==> src/rtl/pin_mux_cfg_pkg.sv <==
// Shared definitions for the runtime pin mux: config-port select codes and
// the commit state machine encoding.
package pin_mux_cfg_pkg;

    localparam logic CFG_SEL_PHYS = 1'b0;
    localparam logic CFG_SEL_LOG  = 1'b1;

    typedef enum logic [1:0] {
        ST_IDLE  = 2'd0,
        ST_BREAK = 2'd1,
        ST_APPLY = 2'd2
    } state_e;

endpackage

==> src/rtl/pin_mux_sync.sv <==
// Multi-flop synchroniser for a bus of asynchronous pad inputs.
module pin_mux_sync #(
    parameter int WIDTH  = 1,
    parameter int STAGES = 2
) (
    input  logic             clk,
    input  logic             rst_n,
    input  logic [WIDTH-1:0] d,
    output logic [WIDTH-1:0] q
);

    logic [WIDTH-1:0] stage_r [STAGES];

    // Shift the raw pad value through the synchroniser chain.
    always_ff @(posedge clk or negedge rst_n) begin
        if (!rst_n) begin
            for (int s = 0; s < STAGES; s++) begin
                stage_r[s] <= {WIDTH{1'b0}};
            end
        end else begin
            stage_r[0] <= d;
            for (int s = 1; s < STAGES; s++) begin
                stage_r[s] <= stage_r[s-1];
            end
        end
    end

    assign q = stage_r[STAGES-1];

endmodule

==> src/rtl/pin_mux_cfg.sv <==
// Runtime pin mux between tester pads and peripheral pins with shadow maps,
// atomic break-before-make commit and a synchronised input path.
module pin_mux_cfg
    import pin_mux_cfg_pkg::*;
#(
    parameter int IO_PHYSICAL = 50,
    parameter int IO_LOGICAL  = 6,
    parameter int MAP_BITS    = 8,
    parameter int SYNC_STAGES = 2,
    parameter int BBM_CYCLES  = 2
) (
    input  logic                   clk,
    input  logic                   rst_n,
    input  logic                   cfg_wr_en,
    input  logic                   cfg_sel,
    input  logic [7:0]             cfg_addr,
    input  logic [MAP_BITS-1:0]    cfg_wdata,
    input  logic                   cfg_commit,
    output logic                   cfg_busy,
    output logic                   cfg_err,
    input  logic [IO_PHYSICAL-1:0] physical_in,
    output logic [IO_PHYSICAL-1:0] physical_val,
    output logic [IO_PHYSICAL-1:0] physical_drive,
    output logic [IO_LOGICAL-1:0]  logical_in,
    input  logic [IO_LOGICAL-1:0]  logical_val,
    input  logic [IO_LOGICAL-1:0]  logical_drive
);

    localparam int PI_W  = (IO_PHYSICAL > 1) ? $clog2(IO_PHYSICAL) : 1;
    localparam int LI_W  = (IO_LOGICAL > 1) ? $clog2(IO_LOGICAL) : 1;
    localparam int CNT_W = (BBM_CYCLES > 1) ? $clog2(BBM_CYCLES) : 1;
    localparam logic [MAP_BITS-1:0] UNMAPPED     = {MAP_BITS{1'b1}};
    localparam logic [7:0]          PHYS_ADDR_LIM = 8'(IO_PHYSICAL);
    localparam logic [7:0]          LOG_ADDR_LIM  = 8'(IO_LOGICAL);
    localparam logic [MAP_BITS-1:0] PHYS_MAP_LIM  = MAP_BITS'(IO_PHYSICAL);
    localparam logic [MAP_BITS-1:0] LOG_MAP_LIM   = MAP_BITS'(IO_LOGICAL);
    localparam logic [CNT_W-1:0]    BBM_LAST      = CNT_W'(BBM_CYCLES - 1);

    logic [MAP_BITS-1:0] shd_phys_r [IO_PHYSICAL];
    logic [MAP_BITS-1:0] shd_log_r  [IO_LOGICAL];
    logic [MAP_BITS-1:0] act_phys_r [IO_PHYSICAL];
    logic [MAP_BITS-1:0] act_log_r  [IO_LOGICAL];
    logic [MAP_BITS-1:0] src_phys_s [IO_PHYSICAL];
    logic [MAP_BITS-1:0] src_log_s  [IO_LOGICAL];

    state_e                 state_r, state_nx_s;
    logic [CNT_W-1:0]       cnt_r, cnt_nx_s;
    logic                   wr_phys_s, wr_log_s, err_s, blank_s;
    logic                   cfg_busy_r, cfg_err_r;
    logic [IO_PHYSICAL-1:0] sync_s, pval_nx_s, pdrv_nx_s, pval_r, pdrv_r;
    logic [IO_LOGICAL-1:0]  lin_nx_s, lin_r;

    pin_mux_sync #(.WIDTH(IO_PHYSICAL), .STAGES(SYNC_STAGES)) u_sync (
        .clk   (clk),
        .rst_n (rst_n),
        .d     (physical_in),
        .q     (sync_s)
    );

    // Config decode and commit FSM next state; a bad write and a busy commit share one error pulse.
    always_comb begin
        state_nx_s = state_r;
        cnt_nx_s   = cnt_r;
        wr_phys_s  = cfg_wr_en && (cfg_sel == CFG_SEL_PHYS) && (cfg_addr < PHYS_ADDR_LIM);
        wr_log_s   = cfg_wr_en && (cfg_sel == CFG_SEL_LOG) && (cfg_addr < LOG_ADDR_LIM);
        err_s      = (cfg_wr_en && !wr_phys_s && !wr_log_s) ||
                     (cfg_commit && (state_r != ST_IDLE));
        case (state_r)
            ST_IDLE: begin
                if (cfg_commit) begin
                    state_nx_s = ST_BREAK;
                    cnt_nx_s   = {CNT_W{1'b0}};
                end else begin
                    state_nx_s = ST_IDLE;
                end
            end
            ST_BREAK: begin
                if (cnt_r == BBM_LAST) begin
                    state_nx_s = ST_APPLY;
                end else begin
                    cnt_nx_s = cnt_r + CNT_W'(1);
                end
            end
            ST_APPLY: state_nx_s = ST_IDLE;
            default:  state_nx_s = ST_IDLE;
        endcase
        blank_s = (state_nx_s != ST_IDLE);
    end

    // During APPLY the shadow maps feed the muxes so the new map shows on the first IDLE cycle.
    always_comb begin
        for (int i = 0; i < IO_PHYSICAL; i++) begin
            if (state_r == ST_APPLY) src_phys_s[i] = shd_phys_r[i];
            else                     src_phys_s[i] = act_phys_r[i];
        end
        for (int j = 0; j < IO_LOGICAL; j++) begin
            if (state_r == ST_APPLY) src_log_s[j] = shd_log_r[j];
            else                     src_log_s[j] = act_log_r[j];
        end
    end

    // Next values of both registered mux directions; out-of-range entries read as unmapped.
    always_comb begin
        pval_nx_s = {IO_PHYSICAL{1'b0}};
        pdrv_nx_s = {IO_PHYSICAL{1'b0}};
        lin_nx_s  = {IO_LOGICAL{1'b0}};
        for (int i = 0; i < IO_PHYSICAL; i++) begin
            if (!blank_s && (src_phys_s[i] < LOG_MAP_LIM)) begin
                pval_nx_s[i] = logical_val[src_phys_s[i][LI_W-1:0]];
                pdrv_nx_s[i] = logical_drive[src_phys_s[i][LI_W-1:0]];
            end else begin
                pval_nx_s[i] = 1'b0;
                pdrv_nx_s[i] = 1'b0;
            end
        end
        for (int j = 0; j < IO_LOGICAL; j++) begin
            if (src_log_s[j] < PHYS_MAP_LIM) lin_nx_s[j] = sync_s[src_log_s[j][PI_W-1:0]];
            else                             lin_nx_s[j] = 1'b0;
        end
    end

    // Shadow writes, active-map copy on APPLY, FSM and output registers.
    always_ff @(posedge clk or negedge rst_n) begin
        if (!rst_n) begin
            for (int i = 0; i < IO_PHYSICAL; i++) begin
                shd_phys_r[i] <= UNMAPPED;
                act_phys_r[i] <= UNMAPPED;
            end
            for (int j = 0; j < IO_LOGICAL; j++) begin
                shd_log_r[j] <= UNMAPPED;
                act_log_r[j] <= UNMAPPED;
            end
            state_r    <= ST_IDLE;
            cnt_r      <= {CNT_W{1'b0}};
            cfg_busy_r <= 1'b0;
            cfg_err_r  <= 1'b0;
            pval_r     <= {IO_PHYSICAL{1'b0}};
            pdrv_r     <= {IO_PHYSICAL{1'b0}};
            lin_r      <= {IO_LOGICAL{1'b0}};
        end else begin
            if (wr_phys_s) shd_phys_r[cfg_addr[PI_W-1:0]] <= cfg_wdata;
            if (wr_log_s)  shd_log_r[cfg_addr[LI_W-1:0]]  <= cfg_wdata;
            if (state_r == ST_APPLY) begin
                act_phys_r <= shd_phys_r;
                act_log_r  <= shd_log_r;
            end
            state_r    <= state_nx_s;
            cnt_r      <= cnt_nx_s;
            cfg_busy_r <= (state_nx_s != ST_IDLE);
            cfg_err_r  <= err_s;
            pval_r     <= pval_nx_s;
            pdrv_r     <= pdrv_nx_s;
            lin_r      <= lin_nx_s;
        end
    end

    assign cfg_busy       = cfg_busy_r;
    assign cfg_err        = cfg_err_r;
    assign physical_val   = pval_r;
    assign physical_drive = pdrv_r;
    assign logical_in     = lin_r;

endmodule

==> config.mk <==
export PLATFORM = sky130hd
export DESIGN_NAME = pin_mux_cfg
export DESIGN_NICKNAME = d
export VERILOG_FILES = /design/src/rtl/pin_mux_cfg_pkg.sv /design/src/rtl/pin_mux_sync.sv /design/src/rtl/pin_mux_cfg.sv
export SDC_FILE = /design/constraint.sdc
export NUM_CORES = 2
export LEC_CHECK = 0
export CAP_MARGIN = 20
export CORE_MARGIN = 2
export CORE_UTILIZATION = 38
export CTS_CLUSTER_DIAMETER = 30
export DETAILED_ROUTE_END_ITERATION = 7
export RECOVER_POWER = 50
export SETUP_SLACK_MARGIN = 0.4
export SYNTH_ARGS = -nofsm -noshare
export SYNTH_HDL_FRONTEND = slang
export SYNTH_SLANG_ARGS = --single-unit
==> constraint.sdc <==
create_clock -name clk -period 2.8 [get_ports clk]
set_clock_uncertainty 0.15 [all_clocks]
set_input_delay 0.56 -clock clk [delete_from_list [all_inputs] [get_ports clk]]
set_output_delay 0.56 -clock clk [all_outputs]
set_load 0.01 [all_outputs]
pdn.png
The bar under the picture is 100 um long. Pins as bars on the die edge.
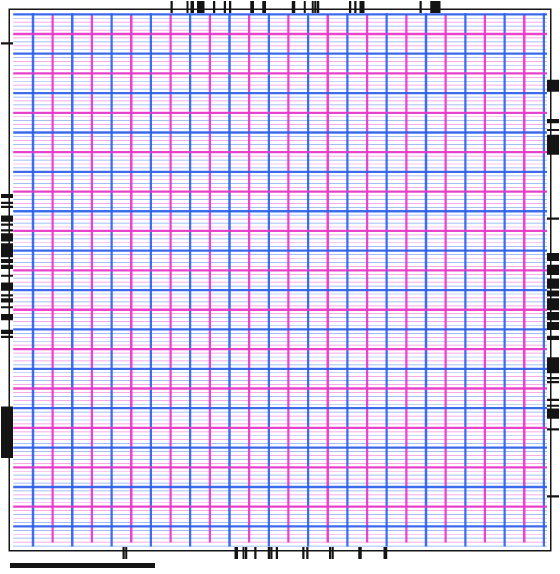
- VSS: blue
- VDD: magenta
- met4 straps: 27
- met5 straps: 27
- rows: 135
- signal pins: 191

cell_classes.png
The bar under the picture is 100 um long.
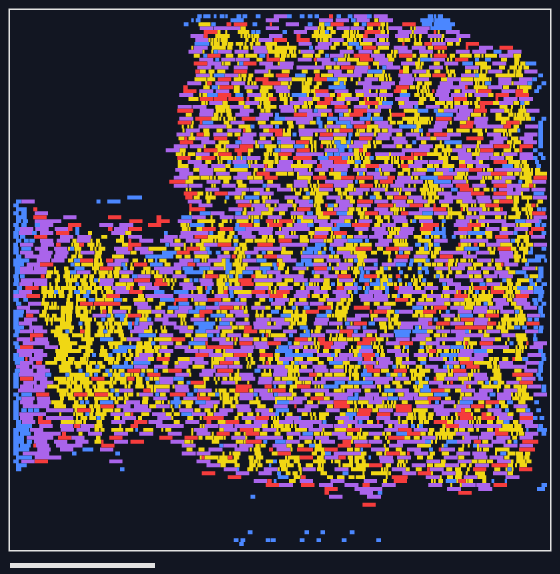
- other buffers and delay cells: blue (cells 716)
- clock drivers and dummy loads: red (cells 479)
- all other logic: yellow (cells 3360)
- flip-flops: purple (cells 1107)

clock_map.png
The bar under the picture is 100 um long.
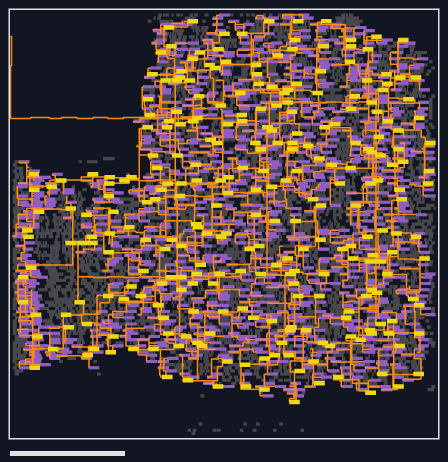
- flip-flops: purple (count 1107)
- clock wires: orange (length 17200 um)
- cells driving clock nets: yellow (count 276)
- flops lie: all over the die

==> datasheet_impl.txt <==
Table: implementation figures

Parameter                              Value

Final layout
  Share of post-route cells with drive strength above 1 .................. 47.85%
  Count of nets after finishing .................. 5544
  Fin area .................. 0.07180 sq mm
  Post-synthesis to final-layout area growth .................. 38.84%

Worst setup path
  WP data arrival .................. 3280 ps
  CP Capture Type .................. flop
  Required time of the critical path .................. 3390 ps
  Path type of the worst setup path .................. flop to flop
  Startpoint Class .................. flop
  Top fanout value on the critical path .................. 5

Logic synthesis
  Post-synth net total .................. 4818
  Part of the Yosys area used for sequential elements .................. 55.74%
  Top-area cell share .................. 45.53%
  YS warnings .................. 0
  Post-synth cell types .................. 68
  Flops after synth .................. 1107
  Post-synthesis cell count .................. 4735
  Yosys cell count .................. 4735
  Post-synth tally of flip-flops with integrated enable .................. 0
  Dominant register cell .................. dfstp_2
  Async set-reset flop share out of synthesis .................. 100.0%
  Cell accounting for the most synthesized area .................. dfstp_2
  Yosys stat area .................. 0.05171 sq mm
  Mapped Avg Cell Area .................. 10.92 sq um
  Area of the mapped netlist .................. 0.05171 sq mm
  Biggest area contributors in the synthesized netlist .................. dfstp_2, mux2_2, dfrtp_1, nand2_1, mux2i_1

Flow run
  Max cap viols .................. 3
  Number of warnings in the stage logs .................. 36

Placed design
  Number of port buffers .................. 190
  Routability congestion estimate from global placement .................. 0.9028
  Dpl cell area .................. 0.05770 sq mm
  Total half-perimeter wirelength after legalization and detailed placement .................. 88090 um

Power
  Power density over the cells .................. 957.6 mW/mm^2
  Peak ir drop on the vdd network .................. 0.0006090 V
  Standby leakage power .................. 33.95 nW

Clock network
  Latest clock arrival within the worst-skew pair .................. 900 ps
  Clock sink total .................. 1107
  Clock Tree Root .................. clkbuf_16
  CTS Buf Count .................. 276
  Max Root-Sink Buffers .................. 4
  TritonCTS clock tree .................. built
  H-tree depth .................. 5
  Clock-pin slew reported for the worst setup and hold paths after clock tree synthesis .................. 50 ps

GRT
  GR met3 Demand/Resource .................. 4.134%
  Vias in the first global route .................. 40007
  Maximum number of pins on one net before global-route repair .................. 125
  Peak-usage layer in the global routing report .................. met2
  Met2 GRT Util .................. 35.59%
  Wire length of the first global-routing pass .................. 242700 um
  Overflow left after global routing .................. 0
  Met1 GRT Util .................. 30.26%
  Number of antenna violations at the first check in global routing .................. 10
  Global-route total usage across every layer .................. 22.53%

Final timing
  Final total negative setup slack .................. 0 ps
  Maximum frequency from static timing analysis .................. 0.3718 GHz
  Transition at the pin with the smallest max-transition slack .................. 1829 ps
  RSZ-0062 raised after global routing .................. true
  Fin. Hold Viols .................. 0
  Worst slew slack as a fraction of its limit .................. -21.91%
  Total count of max-transition violations in the final report .................. 137
  Final critical-path share of the clock period .................. 96.05%
  Count of endpoints failing setup in the final report .................. 0
  Clock period minus worst slack .................. 2689 ps

Detailed routing
  Antenna-violating nets left .................. 0
  Post-Route M1 WL .................. 69920 um
  Detailed-route vias per instance .................. 5.349
  Routed wire per std cell .................. 21.62 um
  Detailed-routed wire length on met2 .................. 75140 um
  Met3 Wirelength .................. 9837 um
  Number of optimization iterations in the first detailed-route pass .................. 5
  DRC violation count after routing .................. 0
  Via count .................. 39817
  Count of routing violations after the opening detailed-route iteration .................. 3070
  DR top layer .................. met5
  Post-Route WL .................. 161000 um

Floorplanning
  Chip area .................. 0.1391 sq mm
  Share of the core filled by cells before placement .................. 38.22%
  Floorplan die width .................. 372.9 um
  Height of the die .................. 372.9 um
  Floorplan core area .................. 0.1353 sq mm
  Site Rows .................. 135
  Total I/O pin count .................. 191

Worst hold path
  HP Class .................. primary input to asynchronous set/reset pin

Outcome
  Violated checks .................. max-capacitance violations, max-slew violations
  Status .................. complete, but fails checks
metal_stack.png
Two of the layers only.
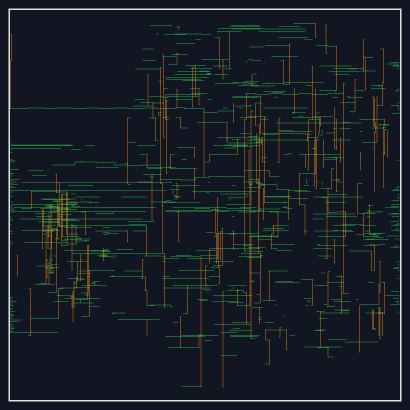
- met4: orange (wire length 6010 um)
- met3: green (wire length 9840 um)

final_placement.png
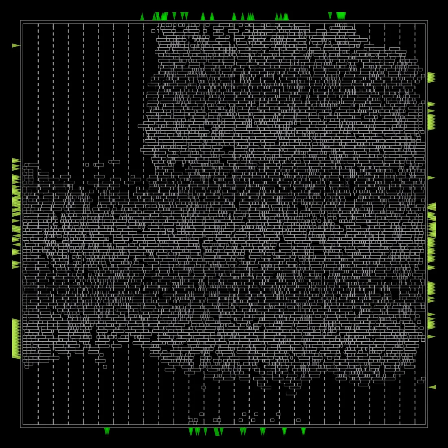
number of fillers in the final layout: 11222
number of standard cells in the final layout excluding fillers: 7444
Post-Route Utilization: 53.07%
sequential cell area share: 40.16%

per-stage QoR:
stage	instances	hold WS [ps]	util (%)	power, mW	setup slack (ps)
floorplan	4735	114.4	-	27.67	273.0
global placement	6708	181.3	42.65	33.07	-264.3
detailed placement	6708	184.7	42.65	33.23	-154.3
CTS	7342	1.465	51.39	67.12	181.1
global route	7443	12.68	53.06	71.50	21.33
finish	7444	4.043	53.07	68.76	110.6
worst paths after layout:
check / start / slack, ps / cells after the start / end
hold / removal: rst_n / 4 / 2 / physical_drive[15]
hold reg to reg: u_sync.stage_r[56] / 180 / 0 / u_sync.q[6]
setup / recovery: state_r[1] / 110 / 11 / logical_in[2]
min in group clk: cfg_wdata[4] / 80 / 2 / shd_phys_r[76]
max in group asynchronous: rst_n / 320 / 4 / shd_phys_r[64]
setup reg to reg: state_r[1] / 110 / 11 / logical_in[2]
where the power goes:
part | internal [mW] | total, mW | switching [mW]
sequential | 18.7 | 19.8 | 1.11
combinational | 8.13 | 17.6 | 9.48
clock | 21.7 | 31.4 | 9.67
total | 48.5 | 68.8 | 20.3
cells in the final DEF (no fill, tap or decap), types with 59 or more instances in the layout:
master / instances
nand2_1: 1141
mux2_2: 500
dfstp_2: 896
inv_1: 177
dlygate4sd3_1: 100
buf_12: 89
mux2i_4: 65
nor3_1: 210
a31oi_1: 83
clkbuf_16: 289
buf_4: 246
buf_6: 59
nor2_1: 259
dfrtp_1: 202
nor3_2: 62
mux2i_1: 314
dlygate4sd2_1: 107
flip-flops by register name (all words and copies together) (netlist names), 2 cells and up:
name            cells
shd_log_r          48
u_sync.q           50
u_sync.stage_r     50
physical_val       50
shd_phys_r        400
state_r             2
act_phys_r        400
logical_in          6
act_log_r          48
physical_drive     50
cells in the mapped netlist (17+ instances only):
cell,n
nand2_1,1148
nand3_1,23
mux2_2,509
buf_2,56
buf_4,17
inv_1,184
a31oi_1,99
mux2i_2,51
dfstp_2,896
o22ai_1,27
nor3b_1,26
mux2i_1,364
buf_1,19
nor2_1,271
a211oi_1,61
o21ai_0,115
nor3_1,278
nor2b_1,28
a21oi_1,28
clkbuf_1,166
dfrtp_1,211
critical path: stages, from the launching register on:
cell and delay [ps]:
dfrtp_1 400, nand2b_4 120, buf_12 150, mux2i_4 340, buf_12 160, buf_16 110, mux4_1 530, nor2_1 140
o31ai_2 100, nor3_1 150, nor3_1 80, buf_4 150
cell families after synthesis:
group                  Yosys count  share of synthesized area (%)
DFF                           1107                          55.74
AOI/OAI and AO/OA              397                          4.916
muxes                          961                          21.08
and+or+nand+nor               1818                          14.55
buffers and inverters          452                          3.726
cell type report:
| class | count | area [sq um] | area share [%] |
|---|---|---|---|
| clock buffers | 348 | 7622 | 10.62 |
| well taps | 1781 | 2228 | 3.104 |
| diodes | 1 | 2.502 | 0.003485 |
| repair buffers | 716 | 8069 | 11.24 |
| multi-input cells | 3176 | 22760 | 31.70 |
| flip-flops and latches | 1107 | 28830 | 40.16 |
| inverters | 184 | 696.9 | 0.9707 |
| clock inverters | 131 | 1587 | 2.210 |
timing repair:
action,CTS,global route
endpoints found under the setup margin,210,106
cloned,26,9
gates resized,303,341
pin swaps,70,203
hold buffers,50,0
endpoints found under the hold margin,185,0
setup buffers,79,92
Power figures rest on the tool's default switching activity, not on a simulated workload.
